<file path="config.mk">
export PLATFORM = sky130hd
export DESIGN_NAME = wide_add_seq
export DESIGN_NICKNAME = d
export VERILOG_FILES = /design/src/rtl/wide_add_seq.sv
export SDC_FILE = /design/constraint.sdc
export NUM_CORES = 1
export LEC_CHECK = 0
export CORE_MARGIN = 2
export CORE_UTILIZATION = 33
export CTS_CLUSTER_SIZE = 8
export DETAILED_ROUTE_END_ITERATION = 10
export GPL_TIMING_DRIVEN = 0
export HOLD_SLACK_MARGIN = 0.1
export PLACE_DENSITY = 0.58
export SYNTH_ARGS = -nofsm -noshare
export SYNTH_HDL_FRONTEND = slang
export SYNTH_SLANG_ARGS = --single-unit
</file>
<file path="constraint.sdc">
create_clock -name clk -period 6 [get_ports clk]
set_clock_uncertainty 0.2 [all_clocks]
set_input_delay 1.2 -clock clk [delete_from_list [all_inputs] [get_ports clk]]
set_output_delay 1.2 -clock clk [all_outputs]
set_load 0.01 [all_outputs]
</file>
<file path="src/rtl/wide_add_seq.sv">
// wide_add_seq: W-bit add/subtract built from one 16-bit adder slice that is
// reused once per clock, least-significant slice first. A request is accepted
// in IDLE, the slices are walked in RUN, and the result is held in DONE until
// the consumer takes it. flush aborts RUN/DONE back to IDLE.
module wide_add_seq #(
  parameter int NSLICE = 4
) (
  input  logic                   clk,
  input  logic                   rst_n,
  input  logic                   in_valid,
  output logic                   in_ready,
  input  logic [16*NSLICE-1:0]   op_a,
  input  logic [16*NSLICE-1:0]   op_b,
  input  logic                   op_sub,
  input  logic                   flush,
  output logic                   out_valid,
  input  logic                   out_ready,
  output logic [16*NSLICE-1:0]   result,
  output logic                   cout,
  output logic                   ovf,
  output logic                   zero
);

  localparam int W  = 16 * NSLICE;
  localparam int KW = (NSLICE > 1) ? $clog2(NSLICE) : 1;

  typedef enum logic [1:0] {
    S_IDLE = 2'd0,
    S_RUN  = 2'd1,
    S_DONE = 2'd2
  } state_t;

  state_t          state_q;
  logic [KW-1:0]   k_q;
  logic            carry_q;
  logic [W-1:0]    a_q;
  logic [W-1:0]    b_q;      // already inverted for subtract
  logic [W-1:0]    result_q;
  logic            cout_q;
  logic            ovf_q;
  logic            zero_q;
  logic            out_valid_q;
  logic            in_ready_q;

  logic [15:0]     slice_a;
  logic [15:0]     slice_b;
  logic [15:0]     slice_sum;
  logic            slice_cout;
  logic            slice_c15;  // carry into bit 15 of the slice
  logic [W-1:0]    result_d;
  logic            last_slice;

  // The single 16-bit adder slice, fed from slice k of the latched operands.
  always_comb begin
    slice_a                 = a_q[16*int'(k_q) +: 16];
    slice_b                 = b_q[16*int'(k_q) +: 16];
    {slice_cout, slice_sum} = {1'b0, slice_a} + {1'b0, slice_b} + {16'h0000, carry_q};
    // sum = a ^ b ^ cin bitwise, so the carry into the MSB can be recovered
    slice_c15               = slice_sum[15] ^ slice_a[15] ^ slice_b[15];
    result_d                = result_q;
    result_d[16*int'(k_q) +: 16] = slice_sum;
    last_slice              = (k_q == KW'(NSLICE - 1));
  end

  // Control FSM with all outputs registered.
  always_ff @(posedge clk or negedge rst_n) begin
    if (!rst_n) begin
      state_q     <= S_IDLE;
      k_q         <= KW'(0);
      carry_q     <= 1'b0;
      a_q         <= {W{1'b0}};
      b_q         <= {W{1'b0}};
      result_q    <= {W{1'b0}};
      cout_q      <= 1'b0;
      ovf_q       <= 1'b0;
      zero_q      <= 1'b0;
      out_valid_q <= 1'b0;
      in_ready_q  <= 1'b1;
    end else begin
      case (state_q)
        S_IDLE: begin
          // flush in IDLE only blocks a same-cycle accept
          if (in_valid && !flush) begin
            a_q         <= op_a;
            b_q         <= op_sub ? ~op_b : op_b;
            carry_q     <= op_sub;
            k_q         <= KW'(0);
            in_ready_q  <= 1'b0;
            state_q     <= S_RUN;
          end else begin
            in_ready_q  <= 1'b1;
          end
        end
        S_RUN: begin
          if (flush) begin
            k_q         <= KW'(0);
            out_valid_q <= 1'b0;
            in_ready_q  <= 1'b1;
            state_q     <= S_IDLE;
          end else begin
            result_q <= result_d;
            carry_q  <= slice_cout;
            if (last_slice) begin
              k_q         <= KW'(0);
              cout_q      <= slice_cout;
              ovf_q       <= slice_c15 ^ slice_cout;
              zero_q      <= (result_d == {W{1'b0}});
              out_valid_q <= 1'b1;
              state_q     <= S_DONE;
            end else begin
              k_q         <= k_q + KW'(1);
            end
          end
        end
        S_DONE: begin
          // flush and handshake both end in IDLE; results stay frozen otherwise
          if (flush || out_ready) begin
            out_valid_q <= 1'b0;
            in_ready_q  <= 1'b1;
            state_q     <= S_IDLE;
          end else begin
            out_valid_q <= 1'b1;
          end
        end
        default: begin
          k_q         <= KW'(0);
          out_valid_q <= 1'b0;
          in_ready_q  <= 1'b1;
          state_q     <= S_IDLE;
        end
      endcase
    end
  end

  assign in_ready  = in_ready_q;
  assign out_valid = out_valid_q;
  assign result    = result_q;
  assign cout      = cout_q;
  assign ovf       = ovf_q;
  assign zero      = zero_q;

endmodule

</file>
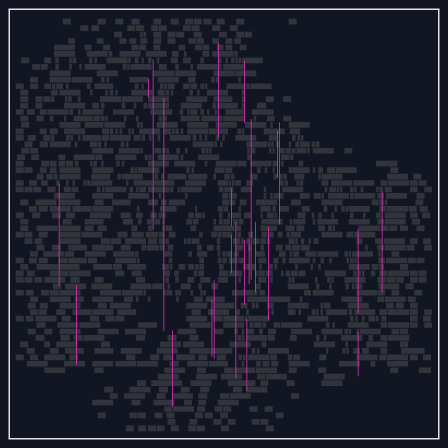
Fig. 1. Met4 routing (run 1).
Cells faint in the background.
The longest straight run is 97.9 um. 13 nets have wire on it.
routed vias: 7,836
Routed Wire Length: 30,900 um

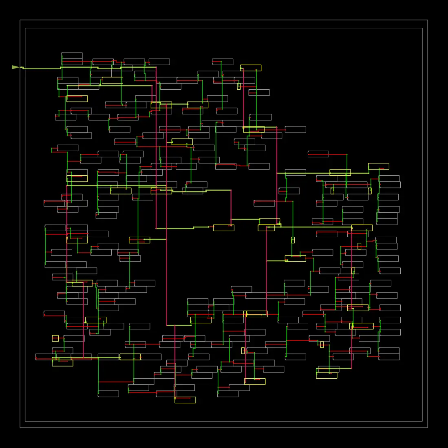
Fig. 2. Clock nets (run 1).
Latency at later pin: 0.55 ns
CTS Buf Count: 29
clock sink count: 202
FFs & Latches: 202
clkbuf count: 39

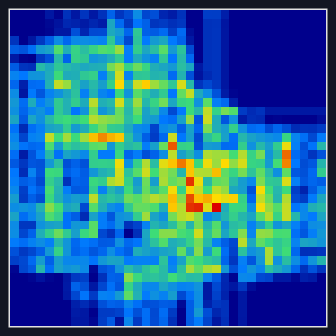
Fig. 3. Wiring heat map (run 1).
36 x 36 tiles, from dark blue (low) to red (high), scaled to the fullest tile. Values are wire area over tile area, all layers added.
The emptiest ninth of the die: north-east. 14% of the tiles are over half the peak. The mean over all tiles is 0.15.
Wirelength per Cell: 20.2 um
Total GRT Usage: 18.9%

==> impl_metrics.json, run 1 <==
{
  "pg_comb_w": 0.00518,
  "hold_start": "b_q[28]",
  "p_leak_nw": 5.57,
  "holdPathEnd": "b_q[28]",
  "topCombFamilyByArea": "multiplexers",
  "fmax_mhz": 178,
  "p_total_w": 0.00883,
  "fp.dieH_um": 180,
  "comb_area_um2": 4940,
  "cp_top_family": "buffers and inverters",
  "met1_usage_pct": 26.0,
  "tightest_slew_ns": 1.06,
  "wl_met3_um": 1590,
  "warnings": 35,
  "rsz0062_at_grt": "no",
  "path_class": "register to register",
  "ir_drop_v": 0.000482,
  "grt.busiest_layer": "met2",
  "fillers": 2958,
  "post-place-ws_ns": -0.279,
  "global_route.usage.met2_pct": 31.0,
  "largest_cell_class": "sequential cells",
  "synth-edff-count": 0,
  "io_pins": 203,
  "compound_area_share_pct": 14.1,
  "outcome": "complete, no violations",
  "synthTopCellsByCount": "dfrtp_1 (201), nand2_1 (119), o21ai_0 (104)",
  "clock_cell_area_share_pct": 5.82,
  "comb_cells": 628,
  "first_global_vias": 8201,
  "synth_top_cell_by_area": "dfrtp_1",
  "cp_common_cell": "a21oi_1",
  "num_tap_cells": 396,
  "p_switching_w": 0.00405
}
Fig. 4: run 1, routed clock nets over the placement
Scale bar: 50 um.
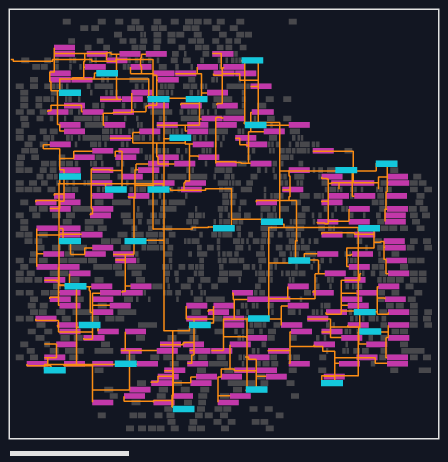

--- run 2 (diff from run 1) ---
- ABC_CLOCK_PERIOD_IN_PS: not set -> 6000
- SLEW_MARGIN: not set -> 20
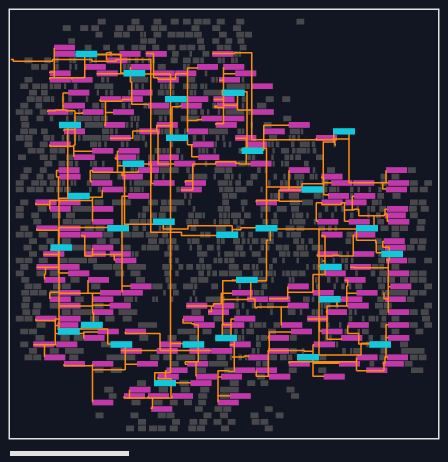
Fig. 5. Routed clock nets over the placement (run 2).
Scale bar: 50 um.
flip-flops: shown in magenta, count 202. clock wires: shown in orange, length 2,890 um. clock drivers: shown in cyan, count 29.
Position of the flops: widely spread. There are 30 routed clock nets.
Power Clock: 0.00146 W
Clock Power Share: 16.6%

==> run 2 against run 1 <==
  * Critical path depth stayed put
  * Sequential cell count stayed put
  * Largest cell class unchanged
  * Synthesized cell count stayed put
  * Clock power hardly changed
  * Utilization is 0.12 points higher
  * Global-route usage is 0.061 points lower
  * Synthesized area stayed put
==> impl_metrics.json, run 2 <==
{
  "p_leak_nw": 5.59,
  "compound_area_share_pct": 14.1,
  "fmax_mhz": 178,
  "first_global_vias": 8176,
  "fp.dieH_um": 180,
  "holdPathEnd": "b_q[46]",
  "io_pins": 203,
  "pg_comb_w": 0.00519,
  "topCombFamilyByArea": "multiplexers",
  "flops": 202,
  "clock_cell_area_share_pct": 5.86,
  "cp_top_family": "buffers and inverters",
  "fillers": 2938,
  "met1_usage_pct": 25.4,
  "largest_cell_class": "sequential cells",
  "wl_met3_um": 1860,
  "hold_start": "b_q[46]",
  "clkLatencyLatePin_ns": 0.54,
  "numCtsBuffers": 29,
  "wl_um": 30900,
  "synth-edff-count": 0,
  "outcome": "complete, no violations",
  "synthTopCellsByCount": "dfrtp_1 (201), nand2_1 (119), o21ai_0 (104)",
  "clock-sinks": 202,
  "ir_drop_v": 0.000522
}
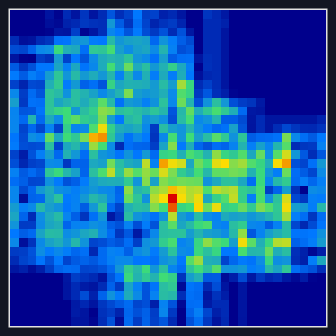
Fig. 6. Wiring heat map (run 2).
36 x 36 tiles, from dark blue (low) to red (high), scaled to the fullest tile. Values are wire area over tile area, all layers added.
The densest ninth of the die: center. The fullest tile reaches 0.63. 19% of the tiles are nearly empty. The emptiest ninth of the die: north-east. The mean over all tiles is 0.15.
Total GRT Usage: 18.8%
Wirelength per Cell: 20.2 um
routed vias: 7,940

No activity file was given, so power comes from the tool's default toggle rates.
